==> config.mk <==
export PLATFORM = sky130hd
export DESIGN_NAME = instruction_fetch_flat
export DESIGN_NICKNAME = d
export VERILOG_FILES = /design/src/rtl/instruction_fetch_pkg.sv /design/src/rtl/instruction_fetch_if.sv /design/src/rtl/fetch_timeout_counter.sv /design/src/rtl/instruction_fetch.sv /design/src/flat_wrapper.sv
export SDC_FILE = /design/constraint.sdc
export NUM_CORES = 1
export LEC_CHECK = 0
export CORE_MARGIN = 5
export CORE_UTILIZATION = 47
export CTS_BUF_LIST = sky130_fd_sc_hd__clkbuf_8
export DETAILED_ROUTE_END_ITERATION = 10
export PLACE_DENSITY_LB_ADDON = 0.1
export SLEW_MARGIN = 20
export SYNTH_ARGS = -nofsm -noshare
export SYNTH_HDL_FRONTEND = slang
export SYNTH_SLANG_ARGS = --single-unit
==> constraint.sdc <==
create_clock -name clock -period 2.6 [get_ports clock]
set_clock_uncertainty 0.05 [all_clocks]
set_input_delay 0.26 -clock clock [delete_from_list [all_inputs] [get_ports clock]]
set_output_delay 0.26 -clock clock [all_outputs]
set_load 0.01 [all_outputs]
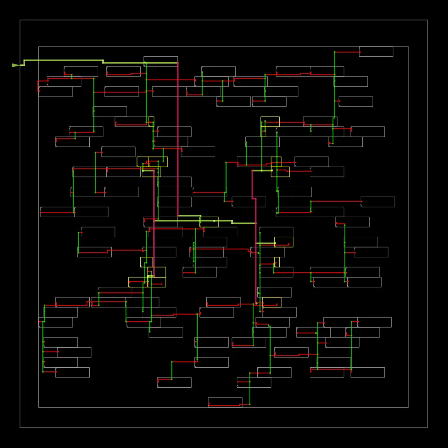
(images/final_clocks.png)
clock sink count: 105
flop count: 105

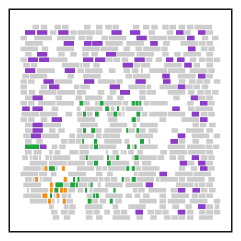
(images/gate_families.png)
Scale: 2 px per um.
[multiplexers] purple | cells: 63 | most used: mux2_2 | where: widely spread
[NAND gates] green | cells: 48 | most used: nand2_1
[inverting AOI/OAI gates] orange | cells: 12 | most used: o21ai_0 | where: south-west
logic share of the area: 0.255
Commonest Layout Cell: clkdlybuf4s50_1

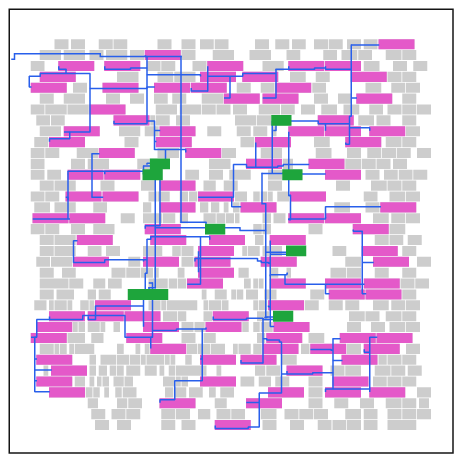
(images/clock_map.png)
Scale: 4 px per um.
[flip-flops] magenta | count: 105
[cells driving clock nets] green | count: 9
[clock wires] blue | length: 1180 um
flops lie: widely spread
routed clock nets: 10
Clock power frac: 0.214
clk ins delay skew pair: 0.35 ns

==> impl_metrics.toml <==
# synthesis and place-and-route metrics
[clock_tree]
post-cts-setup-buffers = 0
ctsHoldBuffers = 1
cts_resized = 0

[synthesis]
numSynthFlops = 105
synth-edff-count = 0
fp_nets = 427
area_leaders = "dfrtp_1 (55%), mux2_4 (9.5%), mux2_2 (7.6%)"
async_flop_share = 1.00
synth.avg_cell_area_um2 = 13.4
synth_top_flop_cell = "dfrtp_1"
ys_sh_xor = 0.0627
syn_inst = 354
ys_sh_simple = 0.107
netlist_top_cells_count = "dfrtp_1 (105), buf_4 (32), mux2_2 (32), mux2_4 (30), xnor2_1 (29)"
top_logic_kind = "multiplexers"
ys_area_mm2 = 0.00475
yosys.area_share.adder = 0.00790
ys_sh_aoi = 0.0132
ys_cells = 354

[power]
powerSeq_uw = 2070
cellPowerDensity_mw_per_mm2 = 626
clk-power_uw = 911
comb_power_share = 0.300
intPower_uw = 3150

[layout]
insertedDiodeCount = 0
comb_area_mm2 = 0.00173
syn_to_final_growth_pct = 43.0
area_share_nonclk_buffers = 0.305
seq_share = 0.387
clkbuf_count = 10
final_area_mm2 = 0.00680
drive_above_1_share = 0.162
multiInputCombCellCount = 198
fill_cells = 748
nets = 599

[die]
io_pins = 202
fp.dieH_um = 111
n_tap_cell = 133
die_area_mm2 = 0.0122

[drt]
wl_met3_um = 886
top_layer = "met4"
first_iter_violations = 109
drtAntennaViolNets = 0
vias_per_cell = 4.87

[run_status]
status = "finished, final reports clean"

[timing]
rsz0062_at_grt = "false"
fin_crit_sh = 0.939
layout_setup_ws_ns = 0.159
fin_hold_ws_ns = 0.441
slew-limit-headroom = 0.633
max_freq_mhz = 410

[critical_path]
critical_path_depth = 3
crit_fanout = 12
critPathBufInv = 2
crit_slowest_cell = "or4b_4"
cp_cell_sequence = "or4b_4 > clkinv_4 > clkdlybuf4s50_1"
endpoint_kind = "primary output"
start_kind = "flip-flop"
critPathTopFamily = "simple AND/OR/NAND/NOR gates"

[global_route]
overflow = 0
grtUsageMet1 = 0.220
grt_first_pass_wirelength_um = 17900
grt_pass1_vias = 3374

[placement]
placed_area_mm2 = 0.00661
place_hpwl_um = 8220
place_ws_ns = 0.329

[flow_run]
max-cap-violations = 0
No activity file was given, so power comes from the tool's default toggle rates.
